**config.mk**
```make
export PLATFORM = sky130hd
export DESIGN_NAME = sprite_fetch
export DESIGN_NICKNAME = d
export VERILOG_FILES = /design/src/rtl/sprite_fetch.sv
export SDC_FILE = /design/constraint.sdc
export NUM_CORES = 1
export LEC_CHECK = 0
export CAP_MARGIN = 20
export CORE_MARGIN = 2
export CORE_UTILIZATION = 51
export CTS_BUF_LIST = sky130_fd_sc_hd__clkbuf_16
export DETAILED_ROUTE_END_ITERATION = 10
export PLACE_DENSITY = 0.78
export SKIP_CTS_REPAIR_TIMING = 1
export SLEW_MARGIN = 5
export SYNTH_ARGS = -nofsm -noshare
export SYNTH_HDL_FRONTEND = slang
export SYNTH_SLANG_ARGS = --single-unit
export TNS_END_PERCENT = 10
```
**constraint.sdc**
```tcl
create_clock -name clk -period 4.4 [get_ports clk]
set_input_delay 0.88 -clock clk [delete_from_list [all_inputs] [get_ports clk]]
set_output_delay 0.88 -clock clk [all_outputs]
set_load 0.1 [all_outputs]
```
**src/rtl/sprite_fetch.sv**
```systemverilog
// sprite_fetch: raster-driven sprite ROM reader with a latency-matched hit tag.
// Optional build macro TRANSPARENT_KEY_EN masks KEY-coloured pixels.
module sprite_fetch #(
  parameter int unsigned SPR_W   = 160,
  parameter int unsigned SPR_H   = 200,
  parameter int unsigned ROM_LAT = 1,
  parameter logic [11:0] KEY     = 12'hFFF
) (
  input  logic        clk,
  input  logic        rst_n,
  input  logic        pix_en,
  input  logic        frame_start,
  input  logic        line_end,
  input  logic [9:0]  col,
  input  logic [8:0]  row,
  input  logic [9:0]  sprite_x,
  input  logic [8:0]  sprite_y,
  input  logic        show,
  output logic [14:0] rom_addr,
  input  logic [11:0] rom_data,
  output logic [11:0] pixel,
  output logic        pixel_valid
);

  localparam logic [10:0] W11 = 11'(SPR_W);
  localparam logic [10:0] H11 = 11'(SPR_H);
  localparam logic [14:0] W15 = 15'(SPR_W);

  logic [9:0]       x_l_q, x_l_d;
  logic [8:0]       y_l_q, y_l_d;
  logic             show_l_q, show_l_d;
  logic [14:0]      line_base_q, line_base_d;
  logic             row_seen_q, row_seen_d;
  logic [14:0]      addr_q, addr_d;
  logic [ROM_LAT:0] tag_q, tag_d;
  logic [11:0]      pix_q, pix_d;
  logic             valid_q, valid_d;

  logic [10:0] row11, y11, col11, x11;
  logic        row_hit, in_spr, hit, opaque;
  logic [9:0]  offs;

  // Hit test with 11-bit sums so sprites past the screen edge never wrap.
  always_comb begin
    row11   = {2'b00, row};
    y11     = {2'b00, y_l_q};
    col11   = {1'b0, col};
    x11     = {1'b0, x_l_q};
    row_hit = show_l_q && (row11 >= y11) && (row11 < y11 + H11);
    in_spr  = row_hit && (col11 >= x11) && (col11 < x11 + W11);
    offs    = col - x_l_q;
  end

  // Frame latch, line base, address and tag next-state; frame_start wins.
  always_comb begin
    x_l_d       = x_l_q;
    y_l_d       = y_l_q;
    show_l_d    = show_l_q;
    line_base_d = line_base_q;
    row_seen_d  = row_seen_q;
    addr_d      = addr_q;
    hit         = 1'b0;
    if (frame_start) begin
      x_l_d       = sprite_x;
      y_l_d       = sprite_y;
      show_l_d    = show;
      line_base_d = '0;
      row_seen_d  = 1'b0;
    end else begin
      hit = pix_en && in_spr;
      if (hit) addr_d = line_base_q + {5'b00000, offs};
      if (pix_en) row_seen_d = row_hit;
      if (line_end && (pix_en ? row_hit : row_seen_q))
        line_base_d = line_base_q + W15;
    end
    tag_d = {tag_q[ROM_LAT-1:0], hit};
  end

  // Output stage: tag delayed ROM_LAT+1 cycles lines up with rom_data.
  always_comb begin
    opaque = tag_q[ROM_LAT];
`ifdef TRANSPARENT_KEY_EN
    opaque = tag_q[ROM_LAT] && (rom_data != KEY);
`endif
    valid_d = opaque;
    pix_d   = opaque ? rom_data : 12'h000;
  end

`ifndef TRANSPARENT_KEY_EN
  logic unused_key;
  assign unused_key = ^KEY;
`endif

  // State registers, all cleared by the asynchronous reset.
  always_ff @(posedge clk or negedge rst_n) begin
    if (!rst_n) begin
      x_l_q       <= '0;
      y_l_q       <= '0;
      show_l_q    <= 1'b0;
      line_base_q <= '0;
      row_seen_q  <= 1'b0;
      addr_q      <= '0;
      tag_q       <= '0;
      pix_q       <= '0;
      valid_q     <= 1'b0;
    end else begin
      x_l_q       <= x_l_d;
      y_l_q       <= y_l_d;
      show_l_q    <= show_l_d;
      line_base_q <= line_base_d;
      row_seen_q  <= row_seen_d;
      addr_q      <= addr_d;
      tag_q       <= tag_d;
      pix_q       <= pix_d;
      valid_q     <= valid_d;
    end
  end

  assign rom_addr    = addr_q;
  assign pixel       = pix_q;
  assign pixel_valid = valid_q;

endmodule

```
**Logic cells by family**

Drawn at 3 px/um.
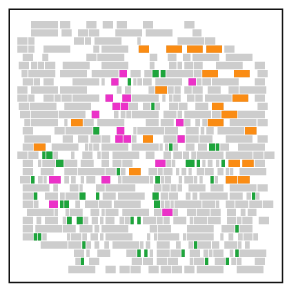
- NAND gates: green (cells 42)
- multiplexers: orange (cells 20)
- AND-OR and OR-AND gates: magenta (cells 18)

**Routed metal, one colour a layer**

Drawn at 3 px/um.
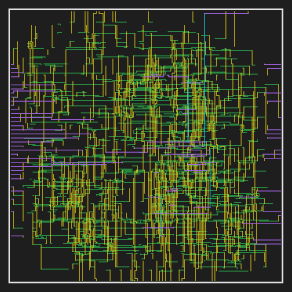
- met4: cyan (wire length 97.9 um)
- met3: purple (wire length 615 um)
- met2: yellow (wire length 4060 um)
- met1: green (wire length 3590 um)

**Signal wires on met3**

Drawn at 4 px/um.
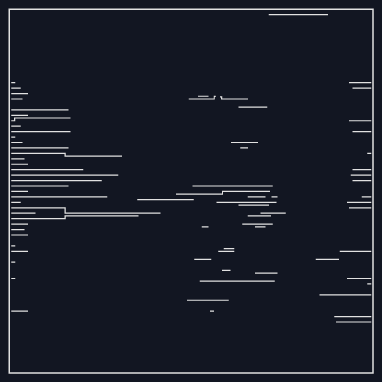
- wire length on this layer: 615 um
- nets with wire on the layer: 69

==> changes_impl.md <==
### Changed

- Final worst path period need: about 4200 ps
- N_diodes: 0
- Avg Cell Area, Syn: just over 10 sq um
- CORE AREA: about 7300 sq um
- Power Density: approximately 440 nW/um^2
- Boundary pin count: around 84
- Hold slack: about 340 ps
- WL met3: between 600 and 700 um
- Die X: roughly 91 um
- WL met2: ~4100 um
- Switching power: 0.901 mW
- YS chip area: roughly 3800 sq um
- Comb pwr share: roughly 41%
- Arrival @ worst endpoint: approximately 4400 ps
- DRT Wirelength: roughly 8400 um
- Reg clk slew, reported paths: 60 ps
- Drt wl/cell: ~15 um
- Nets: around 570
- Yosys warns: 0
- Root Driver: clkbuf_16
- Total GRT Usage: a little over a fifth
- Fraction of area in multi-input gates: 42.6%
- Clk cell area share: 5.32%
- Leakage Power: 2.35 nW
- Number of synthesized register bits: just over 60
- DP Worst Slack: -162 ps
- Seq cells: slightly above 60
- Synth cell count leaders: 61 x dfrtp_1, 42 x ha_1, 29 x inv_1
- Vias in the first global route: 3142
- Buffering overhead: 17.4%
- Logic power comb: 0.911 mW
- Top-area cell share: 39.9%
- Setup crit end: rom_addr[14]
- Comb gates: 279
- Mapped Area: around 3800 sq um
- Detailed router's first-iteration violation count: 169
- RR Endpoint: rom_addr[14]
- Post-DP HPWL: 6280 um
- CTS tree: done
- CTS Buf Count: 9
- Outcome: finished clean
- Yosys cell types: 67
- Tightest Pin Transition: a little under 1000 ps
- Register area: around 1500 sq um
- Yosys Instances: 378
- Reg-to-Reg Start: x_l_q[1]
- Post-synth EDFFs: 0
- Async S/R FF share, synth: 100%
- Initial antenna violation count: 0
- Hold Path Origin: tag_q[0]
- Final hold vios: 0
- Fp util: approximately 53%
- Worst hold path class: flop to flop
- RSZ-0062 raised after global routing: false
- Vias: around 3100
- Flop share of the area: a little over 30%
- Max-slew violations: 0
- Signal inverters: 29
- Clock Buffer Count: 9
- Latency at later pin: between 300 and 400 ps
- Row cnt: 31
- Well Taps: slightly below 100
- Design Power: about 2.2 mW
- GPL Wtd Cong: between 0.8 and 0.9
- Top cell excl fill/tap: clkdlybuf4s50_1
- Critical path endpoint category: flop
- Die height: between 90 and 100 um
- Worst setup margin: ~210 ps
- Log Warnings: 32
- Port Buffer Count: 83
- Slew margin rel.: between 30% and 40%
- Seq share, synth: roughly 40%
- CP Max Fanout: 3
- DRC: 0
- Area leader, netlist: dfrtp_1
- Maximum vdd drop: about 0.30 mV
- Most numerous cell in the Yosys netlist: dfrtp_1
==> sequential cells by signal, indices dropped and copies added (netlist names) <==
name	cells
y_l_q	9
show_l_q	1
pixel	12
line_base_q	10
tag_q	2
x_l_q	10
rom_addr	15
pixel_valid	1
row_seen_q	1
==> cells by family (layout without fill, tap and decap cells) <==
logic type / count (synthesis) / after routing / synth area share [%]
adders and majority gates: 43 / 43 / 14.3
muxes: 20 / 20 / 6.61
and+or+nand+nor: 105 / 105 / 13.9
xor gates and xnor gates: 21 / 21 / 4.81
DFF: 61 / 61 / 39.9
other: 1 / 1 / 0.0981
AOI/OAI and AO/OA: 89 / 89 / 16.4
buffers and inverters: 38 / 135 / 4.02
==> worst max-delay path, cell delays in order <==
cell and delay (ps):
clkdlybuf4s50_1 450, ha_1 330, nor2b_1 160, o311a_1 280, o21ai_1 200, a21oi_1 120, o21ai_0 210, nor2b_1 230
xnor2_1 170, ha_1 250, or2_2 320, a31oi_2 260, a211oi_1 100, xor2_1 170, mux2_2 270
==> metrics by stage <==
step	TNS, ps	util, %	cell area, sq um	instances
6_report	0	69.8	5060	574
5_1_grt	0	69.8	5060	574
4_1_cts	0	69.6	5050	574
3_5_place_dp	-467	65.9	4780	558
3_3_place_gp	-123	65.9	4780	558
2_1_floorplan	0	-	3820	378
==> how the worst min path moves through the flow <==
stage | endpoint | cells after the start
final | tag_q[1] | 0
after global routing | tag_q[1] | 0
after CTS | tag_q[1] | 0
after detailed placement | tag_q[1] | 0
after global placement | tag_q[1] | 0
after floorplan | tag_q[1] | 0
==> routing by layer <==
layer / vias to the layer above / GRT usage (%)
li1: 1530 / -
met1: 1498 / 24.9
met2: 101 / 37.4
met3: 9 / 7.76
met4: 0 / 6.79
met5: - / 0
Power figures rest on the tool's default switching activity, not on a simulated workload.
